`config.mk`:
```
export PLATFORM = sky130hd
export DESIGN_NAME = noc_local_packetizer
export DESIGN_NICKNAME = d
export VERILOG_FILES = /design/src/rtl/noc_local_packetizer_pkg.sv /design/src/rtl/noc_flit_out_reg.sv /design/src/rtl/noc_local_packetizer.sv
export SDC_FILE = /design/constraint.sdc
export NUM_CORES = 1
export LEC_CHECK = 0
export CORE_ASPECT_RATIO = 1.2
export CORE_MARGIN = 2
export CORE_UTILIZATION = 49
export CTS_BUF_LIST = sky130_fd_sc_hd__clkbuf_8
export DETAILED_ROUTE_END_ITERATION = 6
export PLACE_DENSITY_LB_ADDON = 0.08
export SLEW_MARGIN = 25
export SYNTH_ARGS = -nofsm -noshare
export SYNTH_HDL_FRONTEND = slang
export SYNTH_HIERARCHICAL = 1
export SYNTH_SLANG_ARGS = --single-unit
```
`constraint.sdc`:
```
create_clock -name noc_clk -period 4.7 [get_ports noc_clk]
set_input_delay 0.705 -clock noc_clk [delete_from_list [all_inputs] [get_ports noc_clk]]
set_output_delay 0.705 -clock noc_clk [all_outputs]
set_load 0.05 [all_outputs]
```
`src/rtl/noc_local_packetizer_pkg.sv`:
```
// Noc_parameters: shared types for the local-port packetizer.
//   flit_type_e   - 2-bit flit type carried in the top bits of every flit
//   pkt_state_e   - packetizer FSM states
//   head_fields_t - head/SINGLE field layout for the default mesh sizing
//                   (COORD_W = 4, MAX_LEN = 16); it sits directly below the
//                   type field
//   len_width()   - width of a length field able to hold 0..max_len
package Noc_parameters;

  typedef enum logic [1:0] {
    FLIT_HEAD   = 2'b00,
    FLIT_BODY   = 2'b01,
    FLIT_TAIL   = 2'b10,
    FLIT_SINGLE = 2'b11
  } flit_type_e;

  typedef enum logic [1:0] {
    PKT_IDLE,
    PKT_HEAD,
    PKT_BODY
  } pkt_state_e;

  typedef struct packed {
    logic [3:0] dst_x;
    logic [3:0] dst_y;
    logic [3:0] src_x;
    logic [3:0] src_y;
    logic [4:0] len;
  } head_fields_t;

  function automatic int len_width(input int max_len);
    return $clog2(max_len + 1);
  endfunction

endpackage

```
`src/rtl/noc_flit_out_reg.sv`:
```
// noc_flit_out_reg: single-entry valid/ready output register.
//   clk, rst           - clock, synchronous active-high reset
//   load, load_flit    - write a new flit; only legal while slot_free = 1
//   out_valid/out_flit - registered flit toward the router local input
//   out_ready          - downstream accept
//   slot_free          - register is empty or drains this cycle
// The flit is held stable for as long as out_valid = 1 and out_ready = 0.
module noc_flit_out_reg #(
  parameter int FLIT_W = 64
) (
  input  logic              clk,
  input  logic              rst,
  input  logic              load,
  input  logic [FLIT_W-1:0] load_flit,
  input  logic              out_ready,
  output logic              out_valid,
  output logic [FLIT_W-1:0] out_flit,
  output logic              slot_free
);

  assign slot_free = !out_valid || out_ready;

  always_ff @(posedge clk) begin
    if (rst) begin
      out_valid <= 1'b0;
      out_flit  <= '0;
    end else if (load) begin
      out_valid <= 1'b1;
      out_flit  <= load_flit;
    end else if (out_ready) begin
      out_valid <= 1'b0;
    end
  end

endmodule

```
`src/rtl/noc_local_packetizer.sv`:
```
// noc_local_packetizer: local-port injection endpoint. Segments one command
// (destination + length) plus a payload word stream into a wormhole packet:
// HEAD, BODY..., TAIL (or a single SINGLE flit for a zero-length packet).
//   noc_clk, noc_rst      - clock, synchronous active-high reset
//   cmd_valid/cmd_ready   - command handshake; cmd_dst_x, cmd_dst_y, cmd_len
//   data_valid/data_ready - payload handshake; data_word (FLIT_W-2 bits)
//   out_valid/out_ready   - flit handshake toward the router; out_flit
//   err_len               - one-cycle pulse after accepting an over-long command
//   pkt_count, flit_count - statistics, only when NOC_PKT_STATS_EN is defined
// Optional feature macro: NOC_PKT_STATS_EN.
module noc_local_packetizer
  import Noc_parameters::*;
#(
  parameter int FLIT_W  = 64,
  parameter int COORD_W = 4,
  parameter int MAX_LEN = 16,
  parameter int SRC_X   = 0,
  parameter int SRC_Y   = 0,
  localparam int LEN_W  = len_width(MAX_LEN)
) (
  input  logic               noc_clk,
  input  logic               noc_rst,
  input  logic               cmd_valid,
  output logic               cmd_ready,
  input  logic [COORD_W-1:0] cmd_dst_x,
  input  logic [COORD_W-1:0] cmd_dst_y,
  input  logic [LEN_W-1:0]   cmd_len,
  input  logic               data_valid,
  output logic               data_ready,
  input  logic [FLIT_W-3:0]  data_word,
  output logic               out_valid,
  input  logic               out_ready,
  output logic [FLIT_W-1:0]  out_flit,
  output logic               err_len
`ifdef NOC_PKT_STATS_EN
  ,
  output logic [31:0]        pkt_count,
  output logic [31:0]        flit_count
`endif
);

  localparam int HEAD_BITS = 2 + 4 * COORD_W + LEN_W;
  localparam int PAD_W     = FLIT_W - HEAD_BITS;
  localparam logic [COORD_W-1:0] SRC_X_C   = COORD_W'(SRC_X);
  localparam logic [COORD_W-1:0] SRC_Y_C   = COORD_W'(SRC_Y);
  localparam logic [LEN_W-1:0]   MAX_LEN_C = LEN_W'(MAX_LEN);

  pkt_state_e         state;
  logic [COORD_W-1:0] dst_x_q;
  logic [COORD_W-1:0] dst_y_q;
  logic [LEN_W-1:0]   len_q;
  logic [LEN_W-1:0]   remaining;
  logic               cmd_ready_q;
  logic               err_len_q;

  logic               slot_free;
  logic               load;
  logic [FLIT_W-1:0]  load_flit;
  logic               cmd_hs;
  logic               len_over;
  logic [LEN_W-1:0]   len_eff;
  logic               last_word;
  flit_type_e         head_type;
  flit_type_e         body_type;
  logic [FLIT_W-1:0]  head_flit;

  assign cmd_ready  = cmd_ready_q;
  assign err_len    = err_len_q;
  assign data_ready = (state == PKT_BODY) && slot_free;

  assign cmd_hs    = cmd_valid && cmd_ready_q;
  assign len_over  = cmd_len > MAX_LEN_C;
  assign len_eff   = len_over ? MAX_LEN_C : cmd_len;
  assign last_word = remaining == LEN_W'(1);
  assign head_type = (len_q == '0) ? FLIT_SINGLE : FLIT_HEAD;
  assign body_type = last_word ? FLIT_TAIL : FLIT_BODY;
  assign head_flit = {head_type, dst_x_q, dst_y_q, SRC_X_C, SRC_Y_C, len_q,
                      {PAD_W{1'b0}}};

  // Flit selection: head in HEAD, payload words in BODY, only into a free slot.
  always_comb begin
    load      = 1'b0;
    load_flit = '0;
    case (state)
      PKT_HEAD: begin
        if (slot_free) begin
          load      = 1'b1;
          load_flit = head_flit;
        end
      end
      PKT_BODY: begin
        if (data_valid && slot_free) begin
          load      = 1'b1;
          load_flit = {body_type, data_word};
        end
      end
      default: ;
    endcase
  end

  // Packet FSM. cmd_ready is registered so it is 0 during reset and rises
  // one cycle after reset is released, and again on every return to IDLE.
  always_ff @(posedge noc_clk) begin
    if (noc_rst) begin
      state       <= PKT_IDLE;
      cmd_ready_q <= 1'b0;
      err_len_q   <= 1'b0;
      dst_x_q     <= '0;
      dst_y_q     <= '0;
      len_q       <= '0;
      remaining   <= '0;
    end else begin
      err_len_q <= 1'b0;
      case (state)
        PKT_IDLE: begin
          cmd_ready_q <= !cmd_hs;
          if (cmd_hs) begin
            dst_x_q   <= cmd_dst_x;
            dst_y_q   <= cmd_dst_y;
            len_q     <= len_eff;
            remaining <= len_eff;
            err_len_q <= len_over;
            state     <= PKT_HEAD;
          end
        end
        PKT_HEAD: begin
          if (slot_free) begin
            if (len_q == '0) begin
              state       <= PKT_IDLE;
              cmd_ready_q <= 1'b1;
            end else begin
              state <= PKT_BODY;
            end
          end
        end
        PKT_BODY: begin
          if (load) begin
            remaining <= remaining - LEN_W'(1);
            if (last_word) begin
              state       <= PKT_IDLE;
              cmd_ready_q <= 1'b1;
            end
          end
        end
        default: begin
          state       <= PKT_IDLE;
          cmd_ready_q <= 1'b0;
        end
      endcase
    end
  end

  // Output register stage.
  noc_flit_out_reg #(
    .FLIT_W (FLIT_W)
  ) u_out_reg (
    .clk       (noc_clk),
    .rst       (noc_rst),
    .load      (load),
    .load_flit (load_flit),
    .out_ready (out_ready),
    .out_valid (out_valid),
    .out_flit  (out_flit),
    .slot_free (slot_free)
  );

`ifdef NOC_PKT_STATS_EN
  logic       out_hs;
  flit_type_e out_type;

  assign out_hs   = out_valid && out_ready;
  assign out_type = flit_type_e'(out_flit[FLIT_W-1:FLIT_W-2]);

  always_ff @(posedge noc_clk) begin
    if (noc_rst) begin
      pkt_count  <= '0;
      flit_count <= '0;
    end else if (out_hs) begin
      flit_count <= flit_count + 32'd1;
      if (out_type == FLIT_TAIL || out_type == FLIT_SINGLE) begin
        pkt_count <= pkt_count + 32'd1;
      end
    end
  end
`endif

endmodule

```
==> impl_metrics.json <==
{
  "status": "finished, final reports clean",
  "hold_class": "reg -> reg",
  "synth_area_um2": 3960,
  "ys_cells": 431,
  "floorplan.nets": 518,
  "rr_endpoint": "u_out_reg/out_flit[3]",
  "async_reset_ff_share_pct": 0,
  "ios": 148,
  "met3_length_um": 610,
  "grt.busiest_layer": "met2",
  "cp-endpoint": "data_ready",
  "seq_share_pct": 31.1,
  "met2_usage_pct": 37.4,
  "mux_area_share_pct": 16.2,
  "place_ws_ns": 1.45,
  "seq_cells": 87,
  "dp_hpwl_mm": 6.65,
  "final_cells": 661,
  "layout_top_cell": "clkdlybuf4s50_1",
  "die-area_um2": 8810,
  "finalHoldViolations": 0,
  "grt_pass1_vias": 3296,
  "syn_avg_cell_area_um2": 9.18,
  "min_to": "len_q[4]",
  "largest_class": "logic gates",
  "num_rows": 35,
  "final_util_pct": 72.2,
  "antenna_found_initial": 0,
  "seq-power_uw": 756,
  "fin_area_um2": 5600,
  "comb-power_uw": 162,
  "critical_path_buf_inv_count": 2,
  "setup_violations": 0,
  "top_register": "u_out_reg/out_flit",
  "port_buffers": 147,
  "relSlewSlack_pct": 37.3
}
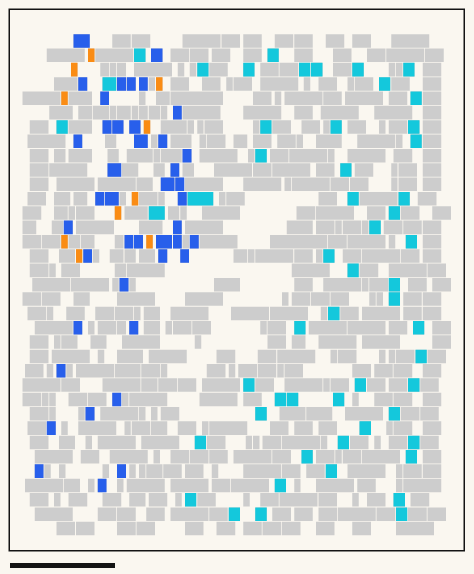
(images/gates.png)
The bar under the picture is 20 µm long.
Key: cyan = and/or cells [cells 54]; orange = inv cells [cells 10]; blue = aoi and oai cells [cells 42, where a vertical strip on the left]

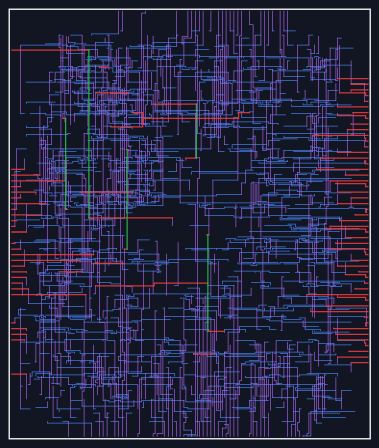
(images/layers.png)
Key: purple = M2 [wire length 4620 µm]; green = M4 [wire length 122 µm]; blue = M1 [wire length 4180 µm]; red = M3 [wire length 611 µm]
final WL: 9.54 mm
routed wire length per instance: 14.4 µm

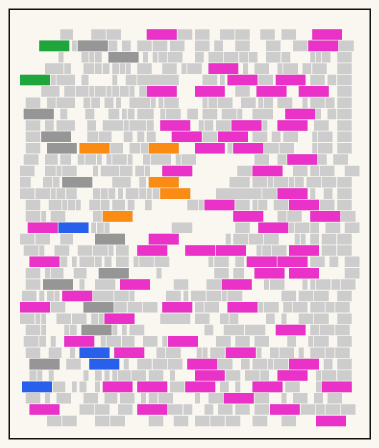
(images/ff_map.png)
Other sequential cells in the stronger grey, the rest of the logic in the fainter grey.
Key: blue = `dst_y_q` [sequential cells 4, where bottom left]; orange = `remaining` [sequential cells 5, where middle]; magenta = `u_out_reg/out_flit` [sequential cells 64]; green = `state` [sequential cells 2]
Another 12 sequential cells are not coloured.

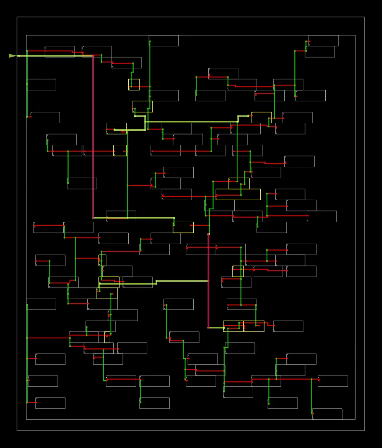
(images/clock_nets.png)
Max Clock Skew: 0.00534 ns
Clock Buffer Count: 9
clock buffer count from CTS: 9
clock sinks: 87
clk_lat worst skew: 0.34 ns

